`src/rtl/seq_divider.sv`:
```
// seq_divider: multi-cycle 8-bit unsigned restoring divider.
// It produces one quotient bit per clock (MSB first) using a 9-bit partial
// remainder, and a start/done handshake.
//
// Handshake: a request is accepted on any rising edge where start=1 and the
// divider is not busy (state IDLE or DONE). busy is high while iterating.
// done is a one-cycle pulse, and quotient/remainder/div_by_zero are valid in
// that cycle. The results are then held until the next result is written.
//
// Optional feature macro: DIV_ZERO_CHECK_EN. When it is defined, a zero
// divisor skips the iterations and sets div_by_zero.
module seq_divider (
  input  logic       clk,
  input  logic       rst,
  input  logic       start,
  input  logic [7:0] dividend,
  input  logic [7:0] divisor,
  output logic       busy,
  output logic       done,
  output logic [7:0] quotient,
  output logic [7:0] remainder,
  output logic       div_by_zero,
  output logic [1:0] state_dbg
);

  typedef enum logic [1:0] {
    S_IDLE = 2'd0,
    S_RUN  = 2'd1,
    S_DONE = 2'd2
  } state_t;

  state_t      state_q, state_d;
  // Dividend shift register. Quotient bits shift in at the LSB, so after
  // 8 iterations this register holds the quotient.
  logic [7:0]  dvd_q, dvd_d;
  logic [7:0]  dvs_q, dvs_d;
  logic [8:0]  r_q, r_d;
  logic [2:0]  cnt_q, cnt_d;
  logic [7:0]  quo_q, quo_d;
  logic [7:0]  rem_q, rem_d;

  logic [8:0]  r_shift;
  logic [9:0]  trial;
  logic        no_borrow;
  logic [8:0]  r_next;
  // After a restore, R is always below the divisor. Its MSB is therefore
  // zero whenever it is shifted, so that bit is never read.
  logic        r_msb_unused;

  assign r_msb_unused = r_q[8];

  // One restoring iteration: shift in the next dividend bit, then try to
  // subtract the divisor as R + ~{0,divisor} + 1.
  always_comb begin
    r_shift   = {r_q[7:0], dvd_q[7]};
    trial     = {1'b0, r_shift} + {2'b01, ~dvs_q} + 10'd1;
    no_borrow = trial[9];
    r_next    = no_borrow ? trial[8:0] : r_shift;
  end

`ifdef DIV_ZERO_CHECK_EN
  logic dbz_q, dbz_d;
`endif

  // Next-state logic and datapath control.
  always_comb begin
    state_d = state_q;
    dvd_d   = dvd_q;
    dvs_d   = dvs_q;
    r_d     = r_q;
    cnt_d   = cnt_q;
    quo_d   = quo_q;
    rem_d   = rem_q;
`ifdef DIV_ZERO_CHECK_EN
    dbz_d   = dbz_q;
`endif
    case (state_q)
      S_IDLE, S_DONE: begin
        if (start) begin
          dvd_d   = dividend;
          dvs_d   = divisor;
          r_d     = 9'd0;
          cnt_d   = 3'd0;
          state_d = S_RUN;
`ifdef DIV_ZERO_CHECK_EN
          dbz_d   = 1'b0;
          if (divisor == 8'd0) begin
            state_d = S_DONE;
            quo_d   = 8'hFF;
            rem_d   = dividend;
            dbz_d   = 1'b1;
          end
`endif
        end else if (state_q == S_DONE) begin
          state_d = S_IDLE;
        end
      end
      S_RUN: begin
        r_d   = r_next;
        dvd_d = {dvd_q[6:0], no_borrow};
        cnt_d = cnt_q + 3'd1;
        if (cnt_q == 3'd7) begin
          state_d = S_DONE;
          quo_d   = {dvd_q[6:0], no_borrow};
          rem_d   = r_next[7:0];
        end
      end
      default: state_d = S_IDLE;
    endcase
  end

  // State and datapath registers, with synchronous reset.
  always_ff @(posedge clk) begin
    if (rst) begin
      state_q <= S_IDLE;
      dvd_q   <= 8'd0;
      dvs_q   <= 8'd0;
      r_q     <= 9'd0;
      cnt_q   <= 3'd0;
      quo_q   <= 8'd0;
      rem_q   <= 8'd0;
    end else begin
      state_q <= state_d;
      dvd_q   <= dvd_d;
      dvs_q   <= dvs_d;
      r_q     <= r_d;
      cnt_q   <= cnt_d;
      quo_q   <= quo_d;
      rem_q   <= rem_d;
    end
  end

`ifdef DIV_ZERO_CHECK_EN
  // Divide-by-zero flag, held with the results.
  always_ff @(posedge clk) begin
    if (rst) dbz_q <= 1'b0;
    else     dbz_q <= dbz_d;
  end
  assign div_by_zero = dbz_q;
`else
  assign div_by_zero = 1'b0;
`endif

  assign busy      = (state_q == S_RUN);
  assign done      = (state_q == S_DONE);
  assign quotient  = quo_q;
  assign remainder = rem_q;
  assign state_dbg = state_q;

endmodule

```
`config.mk`:
```
export PLATFORM = sky130hd
export DESIGN_NAME = seq_divider
export DESIGN_NICKNAME = d
export VERILOG_FILES = /design/src/rtl/seq_divider.sv
export SDC_FILE = /design/constraint.sdc
export NUM_CORES = 1
export LEC_CHECK = 0
export CORE_MARGIN = 2
export CORE_UTILIZATION = 55
export DETAILED_ROUTE_END_ITERATION = 16
export DONT_BUFFER_PORTS = 1
export PLACE_DENSITY = 0.7
export SLEW_MARGIN = 20
export SYNTH_ARGS = -nofsm -noshare
export SYNTH_HDL_FRONTEND = slang
export SYNTH_SLANG_ARGS = --single-unit
```
`constraint.sdc`:
```
create_clock -name clk -period 2.4 [get_ports clk]
set_input_delay 0.24 -clock clk [delete_from_list [all_inputs] [get_ports clk]]
set_output_delay 0.24 -clock clk [all_outputs]
set_load 0.01 [all_outputs]
```
==> run_1/pdn.png <==
Pins as bars on the die edge. Tap cells in grey.
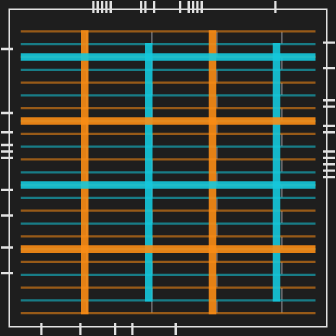
VSS: shown in orange. VDD: shown in cyan.
4 straps on met4. 4 straps on met5.

==> run_1/cell_classes.png <==
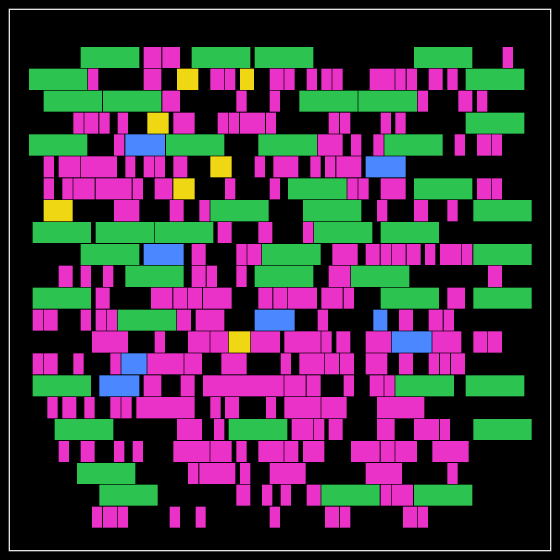
other buffers and delay cells: shown in yellow, cells 7, share of their area 2.3%. clock drivers and dummy loads: shown in blue, cells 8, share of their area 4.3%. all other logic: shown in magenta, cells 210, share of their area 53%. flip-flops: shown in green, cells 45, share of their area 40%.

==> results.txt, run 1 <==
flop-to-flop setup slack = 0.26 ns
final instance area = 2300 µm²
CP Launch Type = register
Cell variety after synth = 45
grt peak-use layer = met2
maxcap violations = 0
CP delay by family, top = AND-OR/OR-AND gates
worst r2r src = dvs_q[6]$_SDFFE_PP0P_
Mapped Nets = 302
Pwr Total = 0.00192 W
PortBufs = 0
Max Freq = 467 MHz
skew final = 0.00751 ns
Final ANT Viol Nets = 0
Setup-failing EPs final = 0
Worst EP required = 2.56 ns
GP Congestion = 0.818
Compound Share, Synth = 22.2%
first-pass GRT wire length = 7540 µm
crit end category = register
largest net degree at the start of global routing = 31
CP max FO = 12
worst slack at placement = 0.278 ns
minimum clock period = 2.14 ns
Yosys Warn Count = 0
global routing usage on met1 = 31.5%
CP arrival = 2.30 ns
Worst-Margin Slew = 0.648 ns
Fill cells = 371
initial antenna violation count = 0
clock power share = 25.9%
CTS Sinks = 45
most numerous cell in the Yosys netlist = nand2_1
CTS tree = built
met2 routed WL = 2060 µm
Top Layout Cells = nand2_1 (60), dfxtp_1 (45), a21oi_1 (28), nor2_1 (23), o21ai_0 (18)
Synth Flop Type = dfxtp_1
pwr/cell area = 833 nW/µm²
fin nets = 299
DRT Wirelength = 4660 µm
hold slack final = 0.0656 ns
outcome = finished, final reports clean
via count = 1800
Max Slew Vio Count = 0
1st-iter DRT viols = 95
Clock group = 0.000497 W
vias in the first global route = 1573
Mux area share = 1.83%
hold crit path type = input port to register
Die W = 67.1 µm
fin util = 61.6%
RSZ-0062 raised after global routing = false
FP Util = 58.5%
area grow syn2layout = 5.26%
hpwl dp = 3300 µm
Top area cell types = dfxtp_1 (41%), nand2_1 (10%), a21oi_1 (6.4%)
postcts setup bufs = 0
Top logic family = AND-OR/OR-AND gates
met3 wire len = 259 µm
Adder Area Share = 6.63%
Non-Filler Instances = 318
switching part of the total = 33.9%
IO Count = 40
Slew headroom = 56.8%
core area = 3740 µm²
Top cell excl fill/tap = nand2_1
Post-synth ARST share = 0%
==> run_1/clock_map.png <==
The bar under the picture is 20 µm long.
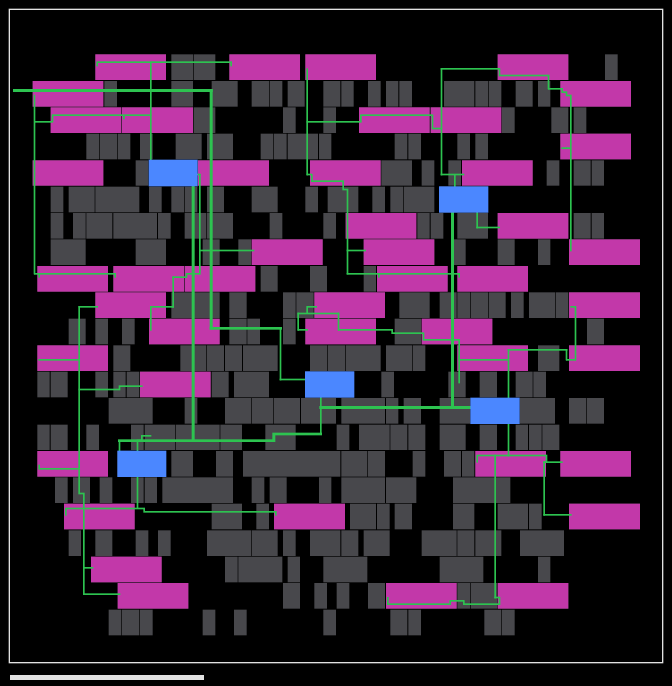
flip-flops: shown in magenta, count 45. cells driving clock nets: shown in blue, count 5. clock wires: shown in green, length 562 µm.
There are 6 routed clock nets.

==> run 1: layout make-up <==
class,instances,share of cell area [%]
multi-input combinational,195,49.4
sequential,45,39.1
clock buffer,6,3.58
tap,48,2.61
inverter,15,2.44
timing repair buffer,7,2.28
clock inverter,2,0.597
==> run 1: worst paths after layout <==
path,to,cells past startpoint
hold / removal,dvs_q[7]$_SDFFE_PP0P_,2
hold reg to reg,dvs_q[2]$_SDFFE_PP0P_,2
setup reg to reg,remainder[6]$_SDFFE_PP0P_,8
setup / recovery,remainder[6]$_SDFFE_PP0P_,8
==> run 1: flip-flops by register name (all words and copies together) (netlist names) <==
signal / flops
dvd_q: 8
dvs_q: 8
remainder: 8
quotient: 8
cnt_q: 3
r_q: 8
state_dbg: 2
## Run 2: what changed since run 1
Settings changed: CTS_CLUSTER_DIAMETER set to 120.
==> run_2/final_congestion.png <==
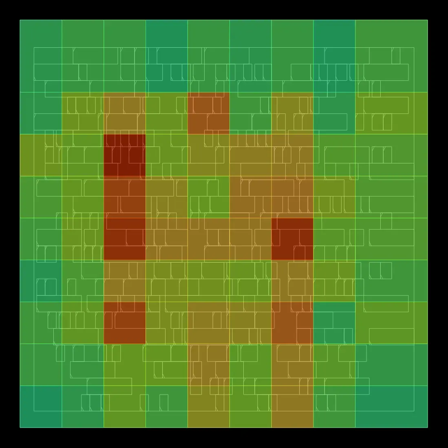
grt peak-use layer: met2
met3 Track Usage GR: 5.24%
fin util: 61.6%

==> run 2 against run 1 <==
Fmax did not move; register-to-register slack barely moved; worst hold slack did not move; critical endpoint unchanged; sequential power hardly changed; final area is the same; power stayed put; cell count stayed put; combinational power barely moved; count of clock-buffer cells in the layout unchanged; largest power group unchanged; first-iteration DRC count stayed put; routed wire length unchanged.
==> results.txt, run 2 <==
Worst Setup EP = remainder[6]$_SDFFE_PP0P_
r2r endpoint = remainder[6]$_SDFFE_PP0P_
minimum clock period = 2.14 ns
Max Slew Vio Count = 0
1st-iter DRT viols = 95
Setup-failing EPs final = 0
Cell variety after synth = 45
fin nets = 299
Pwr Total = 0.00192 W
postcts setup bufs = 0
core area = 3740 µm²
largest net degree at the start of global routing = 31
Non-Filler Instances = 318
flop-to-flop setup slack = 0.26 ns
worst r2r src = dvs_q[6]$_SDFFE_PP0P_
Mapped Nets = 302
IO Count = 40
final instance area = 2300 µm²
outcome = finished, final reports clean
via count = 1800
Mux area share = 1.83%
clock buffers = 6
worst reg2reg path depth = 8
clock power share = 25.9%
CP Launch Type = register
Comb/total area = 49.4%
# Taps = 48
Final ANT Viol Nets = 0
Yosys Warn Count = 0
most numerous cell in the Yosys netlist = nand2_1
NonClk Buf Share = 2.28%
Worst EP required = 2.56 ns
Top area cell types = dfxtp_1 (41%), nand2_1 (10%), a21oi_1 (6.4%)
crit end category = register
PortBufs = 0
CTS Sinks = 45
Clock group = 0.000497 W
DRT Wirelength = 4660 µm
skew final = 0.00751 ns
pwr/cell area = 833 nW/µm²
CTS tree = built
Synth Flop Type = dfxtp_1
Compound Share, Synth = 22.2%
Adder Area Share = 6.63%
Non-CTS buffers = 7
worst slack at placement = 0.278 ns
Top Layout Cells = nand2_1 (60), dfxtp_1 (45), a21oi_1 (28), nor2_1 (23), o21ai_0 (18)
Comb gates = 195
Fill cells = 371
first-pass GRT wire length = 7540 µm
Top cell excl fill/tap = nand2_1
CP arrival = 2.30 ns
Top logic family = AND-OR/OR-AND gates
hold crit path type = input port to register
==> run_2/clock_map.png <==
The bar under the picture is 20 µm long.
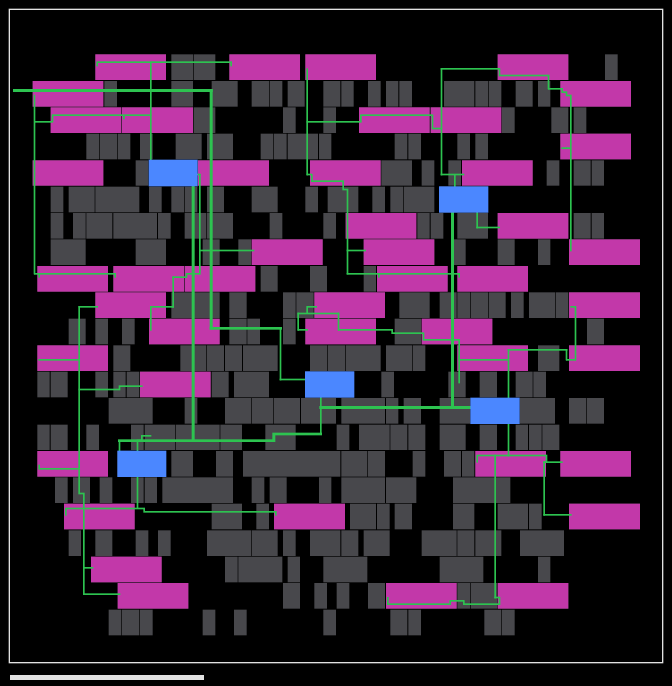
cells driving clock nets: shown in blue, count 5. clock wires: shown in green, length 562 µm. flip-flops: shown in magenta, count 45.
There are 6 routed clock nets. Position of the flops: widely spread.

run 2: cell counts after synthesis:
Identical to the previous run, type by type.
run 2: worst min path at each step:
stage,startpoint,end,slack (ns),cells after the start
finish,divisor[7],dvs_q[7]$_SDFFE_PP0P_,0.07,2
global route,divisor[0],dvs_q[0]$_SDFFE_PP0P_,0.06,2
CTS,rst,cnt_q[2]$_SDFFE_PP0P_,0.0006,1
floorplan,divisor[1],dvs_q[1]$_SDFFE_PP0P_,0.38,2
detailed placement,rst,dvs_q[0]$_SDFFE_PP0P_,0.31,1
global placement,rst,dvs_q[0]$_SDFFE_PP0P_,0.31,1
run 2: routing by layer:
metal  GRT usage (%)  share of wire, %  wire length, µm
met1            31.5                49             2270
met2            33.3                44             2060
met3            5.24               5.6              259
met4            9.18               1.6               73
met5               0                 0                0
Power is estimated from default activity; no workload was simulated.
